--- src/rtl/opiso_op_scheduler_pkg.sv ---
// Shared types and helpers for the operand-isolating op scheduler.
package opiso_pkg;

  typedef enum logic [1:0] {
    IDLE = 2'd0,
    EXEC = 2'd1,
    RESP = 2'd2
  } state_t;

  localparam logic [1:0] OP_SEL1 = 2'd0;
  localparam logic [1:0] OP_SEL2 = 2'd1;
  localparam logic [1:0] OP_SEL3 = 2'd2;
  localparam logic [1:0] OP_SEL4 = 2'd3;

  localparam int unsigned DEF_DW = 4;
  localparam int unsigned DEF_RW = 8;

  // 2-bit op code to one-hot datapath select {sel4,sel3,sel2,sel1}
  function automatic logic [3:0] op_decode(input logic [1:0] op);
    logic [3:0] sel;
    sel = '0;
    case (op)
      OP_SEL1: sel = 4'b0001;
      OP_SEL2: sel = 4'b0010;
      OP_SEL3: sel = 4'b0100;
      OP_SEL4: sel = 4'b1000;
      default: sel = '0;
    endcase
    return sel;
  endfunction

endpackage

--- src/rtl/opiso_op_scheduler_if.sv ---
// Request, datapath and response bundle of the op scheduler.
// slave: scheduler side; master: requesters / datapath / response sink.
interface opiso_op_scheduler_if #(
  parameter int unsigned N_REQ = 4,
  parameter int unsigned DW    = opiso_pkg::DEF_DW,
  parameter int unsigned RW    = opiso_pkg::DEF_RW
) ();
  localparam int unsigned IW = $clog2(N_REQ);

  logic [N_REQ-1:0]    req_valid;
  logic [N_REQ-1:0]    req_ready;
  logic [N_REQ*DW-1:0] req_a;
  logic [N_REQ*DW-1:0] req_b;
  logic [N_REQ*2-1:0]  req_op;

  logic [DW-1:0]       dp_a;
  logic [DW-1:0]       dp_b;
  logic [3:0]          dp_sel;
  logic [RW-1:0]       dp_out;

  logic                rsp_valid;
  logic                rsp_ready;
  logic [IW-1:0]       rsp_id;
  logic [RW-1:0]       rsp_data;

  modport slave (
    input  req_valid, req_a, req_b, req_op, dp_out, rsp_ready,
    output req_ready, dp_a, dp_b, dp_sel, rsp_valid, rsp_id, rsp_data
  );

  modport master (
    output req_valid, req_a, req_b, req_op, dp_out, rsp_ready,
    input  req_ready, dp_a, dp_b, dp_sel, rsp_valid, rsp_id, rsp_data
  );

endinterface

--- src/rtl/opiso_op_scheduler_rr_arb.sv ---
// Round-robin arbiter: first asserted request at or above ptr, with wrap.
module opiso_rr_arb #(
  parameter int unsigned N_REQ = 4,
  parameter int unsigned IW    = $clog2(N_REQ)
) (
  input  logic [N_REQ-1:0] req,
  input  logic [IW-1:0]    ptr,
  output logic [N_REQ-1:0] grant,
  output logic [IW-1:0]    idx,
  output logic             any
);

  // Scan N_REQ positions starting at ptr; first hit wins
  always_comb begin
    int unsigned cand;
    cand  = 0;
    grant = '0;
    idx   = '0;
    any   = 1'b0;
    for (int unsigned i = 0; i < N_REQ; i++) begin
      cand = 32'(ptr) + i;
      if (cand >= N_REQ) cand = cand - N_REQ;
      if (!any && req[cand[IW-1:0]]) begin
        any                = 1'b1;
        grant[cand[IW-1:0]] = 1'b1;
        idx                = cand[IW-1:0];
      end
    end
  end

endmodule

--- src/rtl/opiso_op_scheduler.sv ---
// Op scheduler: round-robin grants N_REQ requesters onto one shared 4-op
// datapath, drives operands/select only for the execute window, captures the
// result and returns it with the requester id over valid/ready.
// Build option OPSCHED_ISOLATION_EN: zero dp_a/dp_b/dp_sel outside EXEC;
// otherwise they keep the last issued values.
module opiso_op_scheduler
  import opiso_pkg::*;
#(
  parameter int unsigned N_REQ    = 4,
  parameter int unsigned DW       = DEF_DW,
  parameter int unsigned RW       = DEF_RW,
  parameter int unsigned PIPE_LAT = 1
) (
  input  logic                 clk,
  input  logic                 rst,
  opiso_op_scheduler_if.slave  bus,
  output logic                 idle
);

  localparam int unsigned IW = $clog2(N_REQ);
  localparam int unsigned CW = (PIPE_LAT < 1) ? 1 : $clog2(PIPE_LAT + 1);
  localparam logic [CW-1:0] CNT_LAST = CW'(PIPE_LAT);

  state_t           state, state_nxt;
  logic [IW-1:0]    rr_ptr;
  logic [IW-1:0]    cur_id;
  logic [CW-1:0]    cnt;
  logic [N_REQ-1:0] win_grant;
  logic [IW-1:0]    win_idx;
  logic             win_any;
  logic             hs;
  logic [DW-1:0]    win_a, win_b;
  logic [1:0]       win_op;

  opiso_rr_arb #(
    .N_REQ (N_REQ),
    .IW    (IW)
  ) u_arb (
    .req   (bus.req_valid),
    .ptr   (rr_ptr),
    .grant (win_grant),
    .idx   (win_idx),
    .any   (win_any)
  );

  // Select the winning requester's operands and op code
  always_comb begin
    win_a  = '0;
    win_b  = '0;
    win_op = '0;
    for (int unsigned i = 0; i < N_REQ; i++) begin
      if (win_idx == IW'(i)) begin
        win_a  = bus.req_a[i*DW +: DW];
        win_b  = bus.req_b[i*DW +: DW];
        win_op = bus.req_op[i*2 +: 2];
      end
    end
  end

  // State register
  always_ff @(posedge clk) begin
    if (rst) state <= IDLE;
    else     state <= state_nxt;
  end

  // Next state, handshake and status outputs
  always_comb begin
    state_nxt     = state;
    hs            = 1'b0;
    idle          = 1'b0;
    bus.req_ready = '0;
    bus.rsp_valid = 1'b0;
    case (state)
      IDLE: begin
        idle = 1'b1;
        if (!rst) bus.req_ready = win_grant;
        if (win_any) begin
          hs        = 1'b1;
          state_nxt = EXEC;
        end
      end
      EXEC: begin
        if (cnt == CNT_LAST) state_nxt = RESP;
      end
      RESP: begin
        bus.rsp_valid = 1'b1;
        if (bus.rsp_ready) state_nxt = IDLE;
      end
      default: state_nxt = IDLE;
    endcase
  end

  // The dp_* registers double as the latched operands: loaded at the
  // handshake so they are live for every EXEC cycle.
  always_ff @(posedge clk) begin
    if (rst) begin
      rr_ptr       <= '0;
      cur_id       <= '0;
      cnt          <= '0;
      bus.dp_a     <= '0;
      bus.dp_b     <= '0;
      bus.dp_sel   <= '0;
      bus.rsp_id   <= '0;
      bus.rsp_data <= '0;
    end else begin
      if (hs) begin
        bus.dp_a   <= win_a;
        bus.dp_b   <= win_b;
        bus.dp_sel <= op_decode(win_op);
        cur_id     <= win_idx;
        cnt        <= '0;
        rr_ptr     <= (win_idx == IW'(N_REQ - 1)) ? '0 : win_idx + 1'b1;
      end
      if (state == EXEC) begin
        if (cnt == CNT_LAST) begin
          bus.rsp_data <= bus.dp_out;
          bus.rsp_id   <= cur_id;
          cnt          <= '0;
`ifdef OPSCHED_ISOLATION_EN
          bus.dp_a     <= '0;
          bus.dp_b     <= '0;
          bus.dp_sel   <= '0;
`endif
        end else begin
          cnt <= cnt + 1'b1;
        end
      end
    end
  end

endmodule

--- src/flat_wrapper.sv ---
// flat-port wrapper written by rule: the top's interface ports become plain ports
module opiso_op_scheduler_flat import opiso_pkg::*;
#(
  parameter int unsigned N_REQ    = 4,
  parameter int unsigned DW       = DEF_DW,
  parameter int unsigned RW       = DEF_RW,
  parameter int unsigned PIPE_LAT = 1
)
  (clk, rst, idle, bus_req_valid, bus_req_a, bus_req_b, bus_req_op, bus_dp_out, bus_rsp_ready, bus_req_ready, bus_dp_a, bus_dp_b, bus_dp_sel, bus_rsp_valid, bus_rsp_id, bus_rsp_data);
  opiso_op_scheduler_if #(.N_REQ(N_REQ), .DW(DW), .RW(RW)) bus_i ();
  input  logic clk;
  input  logic rst;
  output logic idle;
  input wire logic [$bits(bus_i.req_valid)-1:0] bus_req_valid;
  input wire logic [$bits(bus_i.req_a)-1:0] bus_req_a;
  input wire logic [$bits(bus_i.req_b)-1:0] bus_req_b;
  input wire logic [$bits(bus_i.req_op)-1:0] bus_req_op;
  input wire logic [$bits(bus_i.dp_out)-1:0] bus_dp_out;
  input wire logic [$bits(bus_i.rsp_ready)-1:0] bus_rsp_ready;
  output wire logic [$bits(bus_i.req_ready)-1:0] bus_req_ready;
  output wire logic [$bits(bus_i.dp_a)-1:0] bus_dp_a;
  output wire logic [$bits(bus_i.dp_b)-1:0] bus_dp_b;
  output wire logic [$bits(bus_i.dp_sel)-1:0] bus_dp_sel;
  output wire logic [$bits(bus_i.rsp_valid)-1:0] bus_rsp_valid;
  output wire logic [$bits(bus_i.rsp_id)-1:0] bus_rsp_id;
  output wire logic [$bits(bus_i.rsp_data)-1:0] bus_rsp_data;
  assign bus_i.req_valid = bus_req_valid;
  assign bus_i.req_a = bus_req_a;
  assign bus_i.req_b = bus_req_b;
  assign bus_i.req_op = bus_req_op;
  assign bus_i.dp_out = bus_dp_out;
  assign bus_i.rsp_ready = bus_rsp_ready;
  assign bus_req_ready = bus_i.req_ready;
  assign bus_dp_a = bus_i.dp_a;
  assign bus_dp_b = bus_i.dp_b;
  assign bus_dp_sel = bus_i.dp_sel;
  assign bus_rsp_valid = bus_i.rsp_valid;
  assign bus_rsp_id = bus_i.rsp_id;
  assign bus_rsp_data = bus_i.rsp_data;
  opiso_op_scheduler #(.N_REQ(N_REQ), .DW(DW), .RW(RW), .PIPE_LAT(PIPE_LAT)) u_core (.clk(clk), .rst(rst), .bus(bus_i), .idle(idle));
endmodule
--- config.mk ---
export PLATFORM = sky130hd
export DESIGN_NAME = opiso_op_scheduler_flat
export DESIGN_NICKNAME = d
export VERILOG_FILES = /design/src/rtl/opiso_op_scheduler_pkg.sv /design/src/rtl/opiso_op_scheduler_if.sv /design/src/rtl/opiso_op_scheduler_rr_arb.sv /design/src/rtl/opiso_op_scheduler.sv /design/src/flat_wrapper.sv
export SDC_FILE = /design/constraint.sdc
export NUM_CORES = 1
export LEC_CHECK = 0
export ABC_AREA = 1
export CORE_AREA = 2 2 69 71
export CTS_BUF_LIST = sky130_fd_sc_hd__clkbuf_4 sky130_fd_sc_hd__clkbuf_8 sky130_fd_sc_hd__clkbuf_16
export DETAILED_ROUTE_END_ITERATION = 8
export DIE_AREA = 0 0 71 73
export PLACE_DENSITY = 0.88
export SLEW_MARGIN = 20
export SYNTH_ARGS = -nofsm -noshare
export SYNTH_HDL_FRONTEND = slang
export SYNTH_SLANG_ARGS = --single-unit
--- constraint.sdc ---
create_clock -name clk -period 7.4 [get_ports clk]
set_input_delay 0.74 -clock clk [delete_from_list [all_inputs] [get_ports clk]]
set_output_delay 0.74 -clock clk [all_outputs]
set_load 0.1 [all_outputs]
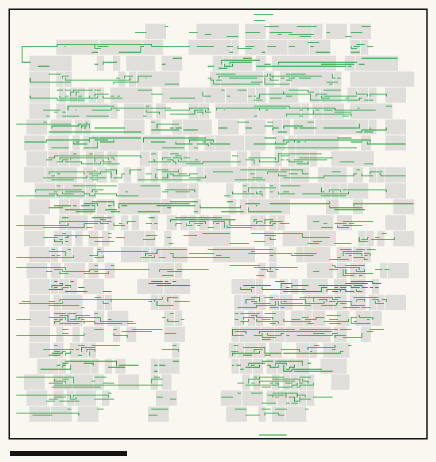
(run_1/m1.png)
The bar under the picture is 20 microns long. Cells faint in the background.
nets with wire on the layer: 387
main direction: horizontal
longest straight run: 18.4 microns
wire length on this layer: 2200 microns

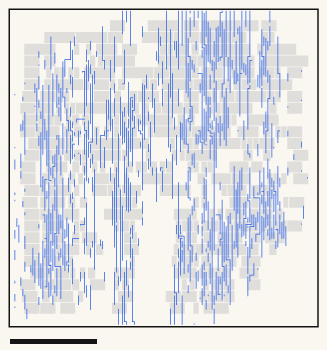
(run_1/m2.png)
The bar under the picture is 20 microns long. Cells faint in the background.
main direction: vertical
nets with wire on the layer: 358
share of all routed wire: 48%

==> run_summary.xml, run 1 <==
<?xml version="1.0" encoding="UTF-8"?>
<metrics>
  <group name="clock_network">
    <metric name="worstSkewPairLatency" unit="ns">0.27</metric>
    <metric name="cts.repair_timing.setup_buffer_count" unit="">0</metric>
    <metric name="postCtsResizedCells" unit="">0</metric>
    <metric name="numClockSinks" unit="">29</metric>
    <metric name="holdBufCountCts" unit="">0</metric>
    <metric name="root_buffer" unit="">sky130_fd_sc_hd__clkbuf_8</metric>
    <metric name="cts_max_level" unit="">2</metric>
    <metric name="cts_tree" unit="">built</metric>
    <metric name="ctsLongestPathBuffers" unit="">2</metric>
    <metric name="tritoncts.num_buffers" unit="">5</metric>
  </group>
  <group name="timing">
    <metric name="fin_tns_setup" unit="ns">0</metric>
    <metric name="final_hold_viol_count" unit="">0</metric>
    <metric name="finClkSkew" unit="ns">0.00310</metric>
    <metric name="unrepaired_setup_endpoints_after_global_routing" unit="">false</metric>
    <metric name="slew_headroom" unit="%">31.8</metric>
    <metric name="finalMaxSlewViolations" unit="">0</metric>
    <metric name="fin_crit" unit="ns">4.30</metric>
    <metric name="setup_viol" unit="">0</metric>
  </group>
  <group name="synth">
    <metric name="yosys.area.top_type_share" unit="%">29.1</metric>
    <metric name="synth_area_leader_cell" unit="">sky130_fd_sc_hd__dfxtp_1</metric>
    <metric name="ys.warnings.count" unit="">0</metric>
    <metric name="syn_area" unit="sq um">2000</metric>
    <metric name="synth-async-reset-ratio" unit="%">0</metric>
    <metric name="synth.net_count" unit="">378</metric>
    <metric name="ys_seq_elements" unit="">29</metric>
    <metric name="synth.cells.most_frequent" unit="">90 x sky130_fd_sc_hd__nand2_1, 39 x sky130_fd_sc_hd__nand3_1, 29 x sky130_fd_sc_hd__dfxtp_1</metric>
    <metric name="ys_area" unit="sq um">2000</metric>
    <metric name="ys_seq_share" unit="%">29.1</metric>
    <metric name="area_leaders" unit="">sky130_fd_sc_hd__dfxtp_1 29%, sky130_fd_sc_hd__nand2_1 17%, sky130_fd_sc_hd__nand3_1 9.8%</metric>
    <metric name="mean_instance_size_in_the_synthesized_netlist" unit="sq um">6.42</metric>
  </group>
  <group name="drt">
    <metric name="route.antenna.remaining_nets" unit="">0</metric>
    <metric name="post-route-drc-count" unit="">0</metric>
    <metric name="first_pass_drt_iterations" unit="">5</metric>
    <metric name="detailedRoute.firstIterationViolations" unit="">161</metric>
  </group>
  <group name="placed_design">
    <metric name="post-place-ws" unit="ns">3.29</metric>
    <metric name="post-dp-hpwl" unit="microns">4060</metric>
    <metric name="routabilityCongestion" unit="">0.972</metric>
  </group>
  <group name="finish">
    <metric name="final.clkbuf_count" unit="">5</metric>
    <metric name="final_core_utilization" unit="%">65.0</metric>
    <metric name="final_cell_count_no_fill" unit="">443</metric>
    <metric name="buffer_count_excluding_the_clock_tree_in_the_final_layout" unit="">82</metric>
    <metric name="insertedDiodeCount" unit="">0</metric>
    <metric name="num-nets-final" unit="">455</metric>
    <metric name="comb_share" unit="%">42.3</metric>
    <metric name="flop_area" unit="sq um">581</metric>
    <metric name="synthToLayoutAreaGrowth" unit="%">47.7</metric>
    <metric name="final_layout_top_logic_cells" unit="">90 x sky130_fd_sc_hd__nand2_1, 82 x sky130_fd_sc_hd__clkdlybuf4s50_1, 39 x sky130_fd_sc_hd__nand3_1, 29 x sky130_fd_sc_hd__dfxtp_1, 26 x sky130_fd_sc_hd__nor2_1</metric>
    <metric name="largest_cell_class" unit="">combinational gates</metric>
    <metric name="num-fill-cells" unit="">404</metric>
    <metric name="signal_buffer_area_fraction" unit="%">27.8</metric>
    <metric name="post_route_cells_drive_above_1_share" unit="%">7.20</metric>
  </group>
  <group name="worst_setup_path">
    <metric name="worstSetupStartpointType" unit="">register</metric>
    <metric name="critical-path-top-delay-family" unit="">buffers and inverters</metric>
    <metric name="timing.critical_path.cells" unit="">inv_6 &gt; ha_1 &gt; inv_1 &gt; nand3_1 &gt; nand2_2 &gt; nor2_1 &gt; a22oi_1 &gt; nand3_1 &gt; nand2_1 &gt; inv_1 &gt; clkdlybuf4s50_1</metric>
    <metric name="cp_num_cells" unit="">11</metric>
    <metric name="worst_ep_required_time" unit="ns">6.66</metric>
    <metric name="crit_end_element" unit="">output pin</metric>
    <metric name="rr_worst_depth" unit="">19</metric>
    <metric name="critical_path_peak_fanout" unit="">13</metric>
    <metric name="timing.critical_path.arrival" unit="ns">3.56</metric>
    <metric name="crit_path_top_delay_cell" unit="">sky130_fd_sc_hd__clkdlybuf4s50_1</metric>
  </group>
  <group name="die">
    <metric name="floorplanUtilization" unit="%">44.0</metric>
    <metric name="chip_width" unit="microns">71</metric>
    <metric name="floorplan.rows" unit="">25</metric>
    <metric name="chip_area" unit="sq um">5180</metric>
    <metric name="die.size.y" unit="microns">73</metric>
    <metric name="taps" unit="">54</metric>
    <metric name="core-area" unit="sq um">4540</metric>
  </group>
  <group name="run">
    <metric name="stage_log_warnings" unit="">37</metric>
    <metric name="max_cap_violations" unit="">0</metric>
  </group>
  <group name="power_and_ir_drop">
    <metric name="max-vdd-ir-drop" unit="uV">334</metric>
  </group>
  <group name="run_status">
    <metric name="run_status" unit="">complete, no violations</metric>
  </group>
  <group name="grt">
    <metric name="global_route.overflow_total" unit="">0</metric>
    <metric name="number_of_antenna_violations_at_the_first_check_in_global_routing" unit="">0</metric>
  </group>
</metrics>
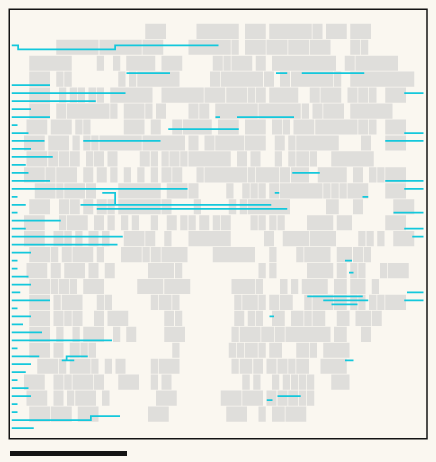
(run_1/m3.png)
The bar under the picture is 20 microns long. Cells faint in the background.
main direction: horizontal
wire length on this layer: 475 microns
WL final: 5380 microns
vias after detailed routing: 2293
grt met3 use: 7.04%

-- run 1: metal layers --
layer | global-route usage [%] | up-vias | part of all wire (%)
li1 | - | 1177 | -
met1 | 24.4 | 1012 | 41
met2 | 37.4 | 90 | 48
met3 | 7.04 | 14 | 8.8
met4 | 7.97 | 0 | 1.9
met5 | 0 | - | 0
-- run 1: worst paths after layout --
kind / start / endpoint / slack (ns)
worst max-delay path: u_core.rr_ptr[0] / bus_req_ready[2] / 3.10
worst min register to register: u_core.bus.rsp_data[6] / u_core.bus.rsp_data[6] / 0.46
worst max register to register: u_core.rr_ptr[0] / u_core.bus.dp_sel[0] / 3.53
worst min-delay path: u_core.bus.rsp_data[6] / u_core.bus.rsp_data[6] / 0.46
-- run 1: sequential cells by signal, indices dropped and copies added, names as in the netlist --
name and cells:
u_core.bus.dp_b 4, u_core.bus.rsp_data 8, u_core.bus.dp_sel 4, u_core.cur_id 2
u_core.bus.dp_a 4, u_core.state 2, u_core.bus.rsp_id 2, u_core.rr_ptr 2
u_core.cnt 1
-- run 1: power by group --
part	internal [mW]	switching (mW)	leakage, nW
logic	0.285	0.675	1.01
registers	0.194	0.0343	0.238
clock network	0.134	0.0600	0.0681
-- run 1: cells by family after synthesis --
group | Yosys count | share of synthesized area [%]
flip-flops | 29 | 29.1
adder cells (fa/ha/maj) | 12 | 7.52
AND/OR/NAND/NOR | 179 | 40.7
buffers and inverters | 37 | 8.40
AND-OR/OR-AND | 54 | 14.3
-- run 1: per-stage QoR --
step / power (mW) / hold WS [ns] / cell area, sq um
detailed placement: 1.19 / 0.453 / 2820
CTS: 1.39 / 0.461 / 2950
global route: 1.50 / 0.480 / 2950
finish: 1.38 / 0.459 / 2950
global placement: 1.17 / 0.448 / 2820
floorplan: 0.983 / 0.464 / 2000
==> inputs of run 2 (changes only) <==
- CORE_AREA: 2 2 69 71 -> 2 2 72 74
- DIE_AREA: 0 0 71 73 -> 0 0 74 76
- PLACE_DENSITY: 0.88 -> 0.82
- clock period: 7.4 -> 4.25 ns (I/O delays scaled with it)
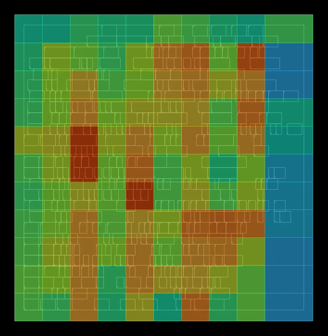
(run_2/congestion_map.png)
Post-Route Utilization: 59.7%
met1 capacity usage during global routing: 24.0%
grt met3 use: 5.82%
GRT busiest layer: met2

==> run 2 against run 1 <==
Compared with the run above: global-route usage fell by 1.8 points; combinational power rose by 72%; register-to-register slack got worse by 2.9 ns; synthesized cell count did not move; utilization fell by 5.4 points; area after synthesis did not move; die area rose by 8.5%; cell area fell by 0.68%; sequential share of layout area rose by 0.13 points; sequential power rose by 73%; clock skew rose by 0.0040 ns; critical endpoint is now u_core.bus.dp_sel[2]; largest power group unchanged; highest routed layer unchanged.
==> run_summary.xml, run 2 <==
<?xml version="1.0" encoding="UTF-8"?>
<metrics>
  <group name="run_status">
    <metric name="run_status" unit="">complete, no violations</metric>
  </group>
  <group name="finish">
    <metric name="insertedDiodeCount" unit="">0</metric>
    <metric name="layout.area.comb" unit="sq um">1250</metric>
    <metric name="clk_share" unit="%">3.54</metric>
    <metric name="final.clkbuf_count" unit="">5</metric>
    <metric name="final_layout_top_logic_cells" unit="">90 x sky130_fd_sc_hd__nand2_1, 78 x sky130_fd_sc_hd__clkdlybuf4s50_1, 39 x sky130_fd_sc_hd__nand3_1, 29 x sky130_fd_sc_hd__dfxtp_1, 26 x sky130_fd_sc_hd__nor2_1</metric>
    <metric name="largest_reg_flops" unit="">8</metric>
    <metric name="comb_share" unit="%">42.6</metric>
    <metric name="synthToLayoutAreaGrowth" unit="%">46.7</metric>
    <metric name="num-nets-final" unit="">455</metric>
    <metric name="flop_area" unit="sq um">581</metric>
    <metric name="largest_cell_class" unit="">combinational gates</metric>
    <metric name="num-fill-cells" unit="">467</metric>
    <metric name="signal_buffer_area_fraction" unit="%">27.7</metric>
    <metric name="buffer_count_excluding_the_clock_tree_in_the_final_layout" unit="">82</metric>
    <metric name="layout.comb_gates.multi_input" unit="">245</metric>
    <metric name="postLayoutCellArea" unit="sq um">2930</metric>
    <metric name="largest-register" unit="">u_core.bus.rsp_data</metric>
    <metric name="final_cell_count_no_fill" unit="">458</metric>
    <metric name="post_route_cells_drive_above_1_share" unit="%">7.99</metric>
  </group>
  <group name="drt">
    <metric name="route.vias.total" unit="">2215</metric>
    <metric name="routedLengthMet1" unit="microns">2260</metric>
    <metric name="routed-wl-met3" unit="microns">435</metric>
    <metric name="first_pass_drt_iterations" unit="">4</metric>
    <metric name="vias_per_cell" unit="">4.84</metric>
    <metric name="dr.max_layer_used" unit="">met4</metric>
    <metric name="wirelength" unit="microns">5240</metric>
    <metric name="dr_wl_met2" unit="microns">2510</metric>
    <metric name="route.antenna.remaining_nets" unit="">0</metric>
    <metric name="detailedRoute.firstIterationViolations" unit="">173</metric>
    <metric name="routed_wire_length_per_instance" unit="microns">11.4</metric>
    <metric name="post-route-drc-count" unit="">0</metric>
  </group>
  <group name="grt">
    <metric name="global_route.overflow_total" unit="">0</metric>
    <metric name="global_route_met2_usage" unit="%">33.3</metric>
    <metric name="number_of_antenna_violations_at_the_first_check_in_global_routing" unit="">0</metric>
    <metric name="grt_max_degree" unit="">20</metric>
    <metric name="global_route_wire_length_before_repair" unit="microns">8930</metric>
  </group>
  <group name="power_and_ir_drop">
    <metric name="power_clock" unit="mW">0.264</metric>
    <metric name="flop_latch_power" unit="mW">0.397</metric>
    <metric name="power_density" unit="nW/um^2">789</metric>
    <metric name="design_power_total" unit="mW">2.31</metric>
    <metric name="power.switching" unit="mW">1.31</metric>
    <metric name="power.largest_group" unit="">combinational cells</metric>
    <metric name="share_comb_of_total_power" unit="%">71.4</metric>
    <metric name="clock_power_share" unit="%">11.4</metric>
    <metric name="p_int" unit="mW">1.00</metric>
    <metric name="max-vdd-ir-drop" unit="uV">505</metric>
    <metric name="sw_frac_of_total" unit="%">56.7</metric>
    <metric name="power_frac_seq" unit="%">17.2</metric>
    <metric name="comb_power" unit="mW">1.65</metric>
  </group>
  <group name="timing">
    <metric name="period_used_share" unit="%">86.3</metric>
    <metric name="unrepaired_setup_endpoints_after_global_routing" unit="">false</metric>
    <metric name="fin_tns_setup" unit="ns">0</metric>
    <metric name="finalMaxSlewViolations" unit="">0</metric>
    <metric name="setup_viol" unit="">0</metric>
    <metric name="fin_crit" unit="ns">3.67</metric>
    <metric name="whs" unit="ns">0.460</metric>
    <metric name="slew_headroom" unit="%">32.1</metric>
    <metric name="timing.final.ws_setup" unit="ns">0.582</metric>
    <metric name="final_hold_viol_count" unit="">0</metric>
    <metric name="finClkSkew" unit="ns">0.00705</metric>
  </group>
  <group name="hold_path">
    <metric name="hold_depth" unit="">2</metric>
    <metric name="hold_path_startpoint" unit="">u_core.bus.rsp_data[0]</metric>
    <metric name="hold_end" unit="">u_core.bus.rsp_data[0]</metric>
  </group>
  <group name="synth">
    <metric name="cell_count_after_synthesis" unit="">311</metric>
    <metric name="synth_area_leader_cell" unit="">sky130_fd_sc_hd__dfxtp_1</metric>
    <metric name="synth.net_count" unit="">378</metric>
    <metric name="mean_instance_size_in_the_synthesized_netlist" unit="sq um">6.42</metric>
    <metric name="yosys.area.top_type_share" unit="%">29.1</metric>
    <metric name="synthFlopType" unit="">sky130_fd_sc_hd__dfxtp_1</metric>
    <metric name="area_leaders" unit="">sky130_fd_sc_hd__dfxtp_1 29%, sky130_fd_sc_hd__nand2_1 17%, sky130_fd_sc_hd__nand3_1 9.8%</metric>
    <metric name="synth-async-reset-ratio" unit="%">0</metric>
    <metric name="ys_seq_share" unit="%">29.1</metric>
    <metric name="ys_seq_elements" unit="">29</metric>
    <metric name="ys_area" unit="sq um">2000</metric>
    <metric name="most_numerous_cell_in_the_yosys_netlist" unit="">sky130_fd_sc_hd__nand2_1</metric>
    <metric name="synth.cells.most_frequent" unit="">90 x sky130_fd_sc_hd__nand2_1, 39 x sky130_fd_sc_hd__nand3_1, 29 x sky130_fd_sc_hd__dfxtp_1</metric>
    <metric name="syn_area" unit="sq um">2000</metric>
    <metric name="ys.warnings.count" unit="">0</metric>
  </group>
  <group name="run">
    <metric name="max_cap_violations" unit="">0</metric>
    <metric name="stage_log_warnings" unit="">36</metric>
  </group>
  <group name="worst_setup_path">
    <metric name="worstSetupStartpointType" unit="">register</metric>
    <metric name="ff2ff_setup_slack" unit="ns">0.58</metric>
    <metric name="critical_path.reg2reg.startpoint" unit="">u_core.rr_ptr[0]</metric>
    <metric name="worst_setup_path_startpoint" unit="">u_core.rr_ptr[0]</metric>
    <metric name="criticalPathCategory" unit="">register to register</metric>
    <metric name="timing.critical_path.arrival" unit="ns">3.84</metric>
    <metric name="crit_end_element" unit="">register</metric>
    <metric name="critical_path_peak_fanout" unit="">13</metric>
    <metric name="worst_ep_required_time" unit="ns">4.42</metric>
    <metric name="rr_endpoint" unit="">u_core.bus.dp_sel[2]</metric>
    <metric name="rr_worst_depth" unit="">19</metric>
  </group>
  <group name="die">
    <metric name="chip_area" unit="sq um">5620</metric>
    <metric name="chip_width" unit="microns">74</metric>
    <metric name="die.size.y" unit="microns">76</metric>
    <metric name="taps" unit="">70</metric>
    <metric name="floorplanUtilization" unit="%">40.7</metric>
    <metric name="core-area" unit="sq um">4910</metric>
    <metric name="floorplan.rows" unit="">26</metric>
  </group>
  <group name="clock_network">
    <metric name="cts_tree" unit="">built</metric>
    <metric name="numClockSinks" unit="">29</metric>
    <metric name="root_buffer" unit="">sky130_fd_sc_hd__clkbuf_8</metric>
    <metric name="worstSkewPairLatency" unit="ns">0.27</metric>
    <metric name="ctsLongestPathBuffers" unit="">2</metric>
    <metric name="postCtsResizedCells" unit="">0</metric>
    <metric name="tritoncts.num_buffers" unit="">5</metric>
    <metric name="holdBufCountCts" unit="">0</metric>
    <metric name="cts.repair_timing.setup_buffer_count" unit="">0</metric>
    <metric name="cts_max_level" unit="">2</metric>
  </group>
  <group name="placed_design">
    <metric name="dp.cells" unit="">451</metric>
    <metric name="dpl_cell_area" unit="sq um">2830</metric>
    <metric name="routabilityCongestion" unit="">0.894</metric>
    <metric name="post-place-ws" unit="ns">0.621</metric>
    <metric name="post-dp-hpwl" unit="microns">4130</metric>
  </group>
</metrics>
run 2: cell counts after synthesis:
Identical to the previous run, type by type.
run 2: worst max path at each step:
stage                      endpoint  slack, ns  depth (start not counted)
4_1_cts        u_core.bus.dp_sel[2]       0.61                         19
2_1_floorplan  u_core.bus.dp_sel[0]       1.29                         19
3_5_place_dp   u_core.bus.dp_sel[2]       0.62                         19
3_3_place_gp   u_core.bus.dp_sel[2]       0.78                         19
6_report       u_core.bus.dp_sel[2]       0.58                         19
5_1_grt        u_core.bus.dp_sel[0]       0.18                         19
run 2: critical path, stage by stage (launching register included):
cell                      delay (ns)
sky130_fd_sc_hd__dfxtp_1        0.67
sky130_fd_sc_hd__inv_6          0.10
sky130_fd_sc_hd__ha_1           0.36
sky130_fd_sc_hd__inv_1          0.14
sky130_fd_sc_hd__nand3_1        0.11
sky130_fd_sc_hd__nand2_2        0.14
sky130_fd_sc_hd__inv_1          0.09
sky130_fd_sc_hd__nor2_2         0.20
sky130_fd_sc_hd__nand4_1        0.11
sky130_fd_sc_hd__nand2_1        0.14
sky130_fd_sc_hd__inv_1          0.08
sky130_fd_sc_hd__ha_1           0.32
sky130_fd_sc_hd__nor2_2         0.35
sky130_fd_sc_hd__nand2_1        0.08
sky130_fd_sc_hd__nand2_1        0.07
sky130_fd_sc_hd__o21ai_0        0.07
sky130_fd_sc_hd__o21ai_0        0.27
sky130_fd_sc_hd__nor2_1         0.09
sky130_fd_sc_hd__nand3_1        0.12
sky130_fd_sc_hd__nand2_1        0.05
run 2: cells by family after synthesis:
logic type,after synthesis,share of synthesized area [%]
compound gates,54,14.3
fa+ha+maj,12,7.52
buf+inv,37,8.40
flops,29,29.1
simple gates,179,40.7
Power figures rest on the tool's default switching activity, not on a simulated workload.
